==> config.mk <==
export PLATFORM = sky130hd
export DESIGN_NAME = sap_ctrl_seq
export DESIGN_NICKNAME = d
export VERILOG_FILES = /design/src/rtl/sap_ctrl_seq.sv
export SDC_FILE = /design/constraint.sdc
export NUM_CORES = 1
export LEC_CHECK = 0
export ABC_AREA = 1
export CORE_MARGIN = 2
export CORE_UTILIZATION = 43
export CTS_CLUSTER_DIAMETER = 60
export DETAILED_ROUTE_END_ITERATION = 12
export PLACE_DENSITY = 0.82
export SLEW_MARGIN = 20
export SYNTH_ARGS = -nofsm -noshare
export SYNTH_HDL_FRONTEND = slang
export SYNTH_SLANG_ARGS = --single-unit
==> constraint.sdc <==
create_clock -name clk -period 4.72 [get_ports clk]
set_input_delay 1.416 -clock clk [delete_from_list [all_inputs] [get_ports clk]]
set_output_delay 1.416 -clock clk [all_outputs]
set_load 0.01 [all_outputs]
==> src/rtl/sap_ctrl_seq.sv <==
// ============================================================================
// Module   : sap_ctrl_seq
// Brief    : Ring-counter controller-sequencer for the 8-bit accumulator
//            datapath; decodes T-state and opcode into bus/load strobes.
// Revision : 1.0  initial release
// ============================================================================
`default_nettype none

module sap_ctrl_seq #(
  parameter logic [3:0] OP_LDA = 4'b0000,
  parameter logic [3:0] OP_ADD = 4'b0001,
  parameter logic [3:0] OP_SUB = 4'b0010,
  parameter logic [3:0] OP_OUT = 4'b1110,
  parameter logic [3:0] OP_HLT = 4'b1111
) (
  input  logic       clk,
  input  logic       clr,
  input  logic       run,
  input  logic [3:0] opcode,
  output logic       cp,
  output logic       ep,
  output logic       lm,
  output logic       ce,
  output logic       li,
  output logic       ei,
  output logic       la,
  output logic       ea,
  output logic       su,
  output logic       eu,
  output logic       lb,
  output logic       lo,
  output logic       hlt,
  output logic [5:0] tstate
);

  typedef enum logic [5:0] {
    T1 = 6'b000001,
    T2 = 6'b000010,
    T3 = 6'b000100,
    T4 = 6'b001000,
    T5 = 6'b010000,
    T6 = 6'b100000
  } tstate_t;

  tstate_t r_tstate;
  tstate_t w_tstate_next;
  logic    r_halt;
  logic    w_active;
  logic    w_halt_edge;

  // Strobes only drive the datapath when the ring is actually allowed to move.
  assign w_active    = run & ~r_halt & ~clr;
  assign w_halt_edge = (r_tstate == T4) && (opcode == OP_HLT);

  // Any non-legal encoding falls back to T1 so the ring self-recovers.
  always_comb begin
    w_tstate_next = T1;
    case (r_tstate)
      T1:      w_tstate_next = T2;
      T2:      w_tstate_next = T3;
      T3:      w_tstate_next = T4;
      T4:      w_tstate_next = T5;
      T5:      w_tstate_next = T6;
      T6:      w_tstate_next = T1;
      default: w_tstate_next = T1;
    endcase
  end

  always_ff @(posedge clk or posedge clr) begin
    if (clr) begin
      r_tstate <= T1;
      r_halt   <= 1'b0;
    end else if (run && !r_halt) begin
      if (w_halt_edge) begin
        r_halt <= 1'b1;
      end else begin
        r_tstate <= w_tstate_next;
      end
    end
  end

  always_comb begin
    cp = 1'b0;
    ep = 1'b0;
    lm = 1'b0;
    ce = 1'b0;
    li = 1'b0;
    ei = 1'b0;
    la = 1'b0;
    ea = 1'b0;
    su = 1'b0;
    eu = 1'b0;
    lb = 1'b0;
    lo = 1'b0;
    if (w_active) begin
      case (r_tstate)
        T1: begin
          ep = 1'b1;
          lm = 1'b1;
        end
        T2: begin
          cp = 1'b1;
        end
        T3: begin
          ce = 1'b1;
          li = 1'b1;
        end
        T4: begin
          if (opcode == OP_LDA || opcode == OP_ADD || opcode == OP_SUB) begin
            ei = 1'b1;
            lm = 1'b1;
          end else if (opcode == OP_OUT) begin
            ea = 1'b1;
            lo = 1'b1;
          end
        end
        T5: begin
          if (opcode == OP_LDA) begin
            ce = 1'b1;
            la = 1'b1;
          end else if (opcode == OP_ADD || opcode == OP_SUB) begin
            ce = 1'b1;
            lb = 1'b1;
          end
        end
        T6: begin
          if (opcode == OP_ADD || opcode == OP_SUB) begin
            eu = 1'b1;
            la = 1'b1;
            su = (opcode == OP_SUB);
          end
        end
        default: begin
          cp = 1'b0;
        end
      endcase
    end
  end

  assign hlt    = r_halt;
  assign tstate = r_tstate;

endmodule

`default_nettype wire

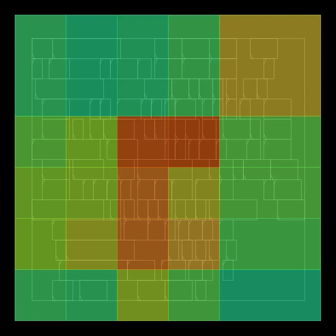
(images/congestion.png)
post-DR wirelength/cell: 11.6 µm
global-route met2 utilization: 34.8%

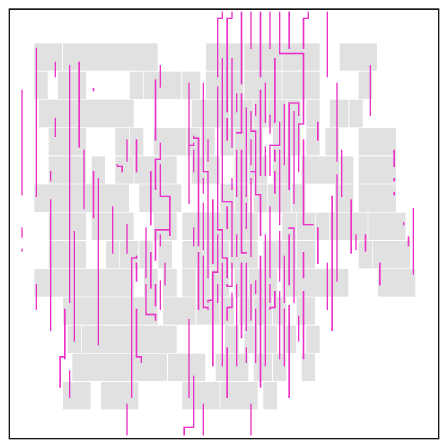
(images/layer_met2.png)
Cells faint in the background.
wire length on this layer: 779 µm
longest straight run: 22.8 µm
Routed WL: 1520 µm
routed vias: 653

==> impl_metrics.env <==
# yosys + openroad results
export IMPL_run_status="finished clean"
export IMPL_clk_share_pct=2.97
export IMPL_switch_share_pct=20.5
export IMPL_worstHoldStart="tstate[0]"
export IMPL_worst_setup_path_start="run"
export IMPL_switching_power_w=0.0000252
export IMPL_synthCells=88
export IMPL_seq_cells=7
export IMPL_highest_signal_layer="met4"
export IMPL_xor_share_pct=0
export IMPL_total_power_w=0.000123
export IMPL_buf_share_pct=28.3
export IMPL_grt_remaining_overflow=0
export IMPL_synth_flops=7
export IMPL_inverters_excl_clock=16
export IMPL_final_design_area_no_fill_um2=885
export IMPL_log_warning_count=26
export IMPL_nWellTaps=15
export IMPL_fp_row_count=13
export IMPL_post_cts_hold_buffer_count=0
export IMPL_ys_cells=88
export IMPL_fin_tns_setup_ns=0
export IMPL_layout_comb_gates_multi_input=64
export IMPL_ctsResizeCount=0
export IMPL_hold_violations=0
export IMPL_drive_above_1_share_pct=16.4
export IMPL_critPathRequiredTime_ns=3.30
export IMPL_worstSetupEndpointType="output pin"
export IMPL_area_growth_pct=48.2
export IMPL_clock_tree_buffer_depth=2
export IMPL_whs_path_depth=2
export IMPL_r2r_start="tstate[5]"
export IMPL_reg2reg_slack_ns=3.34
export IMPL_timing_setup_critical_path_class="primary input to output pin"
export IMPL_path_cells="clkdlybuf4s50_1 -> nand2_4 -> nor2_4 -> inv_2 -> nor2_2 -> nand2_1 -> o21ai_1 -> clkdlybuf4s50_1"
export IMPL_synth_cell_type_count=21
export IMPL_syn_cell_area_um2=597
export IMPL_pg_seq_w=0.0000602
export IMPL_yosys_warnings=0
export IMPL_worst_skew_pair_late_latency_ns=0.25
export IMPL_ys_top_cells_by_area="sky130_fd_sc_hd__dfrtp_1, sky130_fd_sc_hd__nand2_1, sky130_fd_sc_hd__nor2_1, sky130_fd_sc_hd__inv_1, sky130_fd_sc_hd__o21ai_2"
export IMPL_place_gp_congestion=0.799
export IMPL_dieArea_um2=1700
export IMPL_met1_usage_pct=26.8
export IMPL_simple_gate_area_share_pct=49.1
export IMPL_n_all_buffers=25
export IMPL_edf_count=0
export IMPL_finalSetupViolations=0
export IMPL_finalNonFillerCells=131
export IMPL_power_internal_w=0.0000979
export IMPL_largest_cell_class="combinational gates"
export IMPL_lay_top_cells="sky130_fd_sc_hd__clkdlybuf4s50_1, sky130_fd_sc_hd__nand2_1, sky130_fd_sc_hd__nor2_1"
export IMPL_first_global_vias=570
export IMPL_dominantRegCellSynth="sky130_fd_sc_hd__dfrtp_1"
export IMPL_power_share_sequential_pct=48.9
export IMPL_worst_slew_pin_slew_ns=0.265
export IMPL_maxPowerGroup="registers"
export IMPL_area_share_of_and_or_or_and_cells_after_synthesis_pct=10.1
export IMPL_setup_worst_path_start_class="primary input"
export IMPL_critical_path_peak_fanout=5
export IMPL_synth_mux_area_fraction_pct=0
export IMPL_ctsRootBufferMaster="sky130_fd_sc_hd__clkbuf_4"
export IMPL_share_comb_of_total_power_pct=8.5
export IMPL_nClkBuffers=4
export IMPL_grt_setup_unrepaired="no"
export IMPL_combGateArea_um2=353
export IMPL_design_portCount=26
export IMPL_syn_avg_cell_area_um2=6.78
export IMPL_p_per_area_nw_per_um2=139
export IMPL_wp_depth=8
export IMPL_hpwlAfterDp_um=1290
export IMPL_final_net_count=124
export IMPL_post_synth_main_logic_family="simple AND/OR/NAND/NOR gates"
export IMPL_met2WireLength_um=778
export IMPL_die_height_um=41.3
export IMPL_port_buffers=25
export IMPL_first_pass_grt_wire_length_um=2370
export IMPL_holdCritPathClass="flop to flop"
export IMPL_first_pass_iters=4
export IMPL_static_leakage_nw=0.414
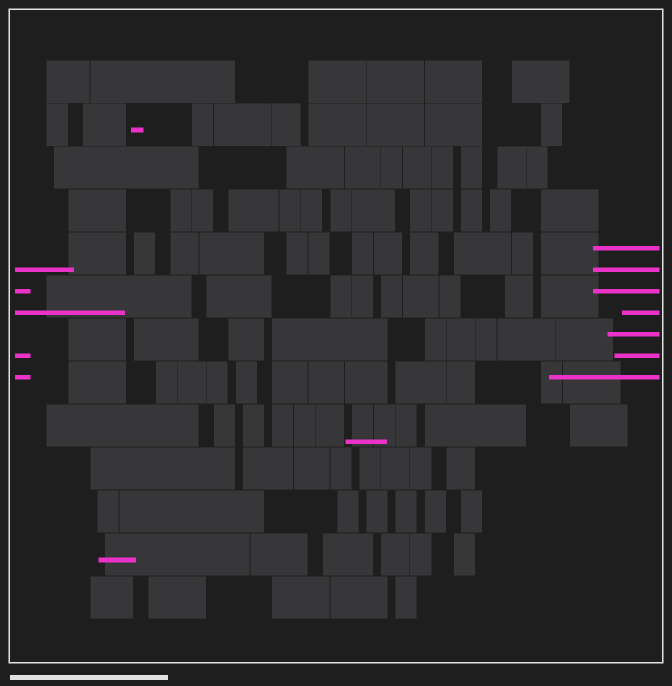
(images/layer_met3.png)
Scale bar: 10 µm. Cells faint in the background.
wire length on this layer: 42.8 µm
main direction: horizontal
share of all routed wire: 2.8%
longest straight run: 6.70 µm
fraction of met3 tracks used by global routing: 4.35%

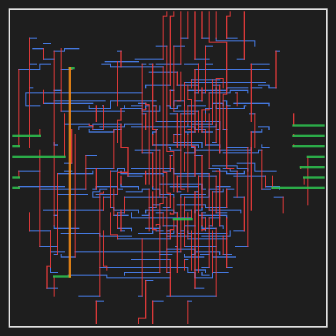
(images/wires.png)
| colour | layer | wire length |
|---|---|---|
| orange | metal 4 | 27.2 µm |
| green | metal 3 | 42.8 µm |
| blue | metal 1 | 672 µm |
| red | metal 2 | 779 µm |
all-layer global routing usage: 21.9%

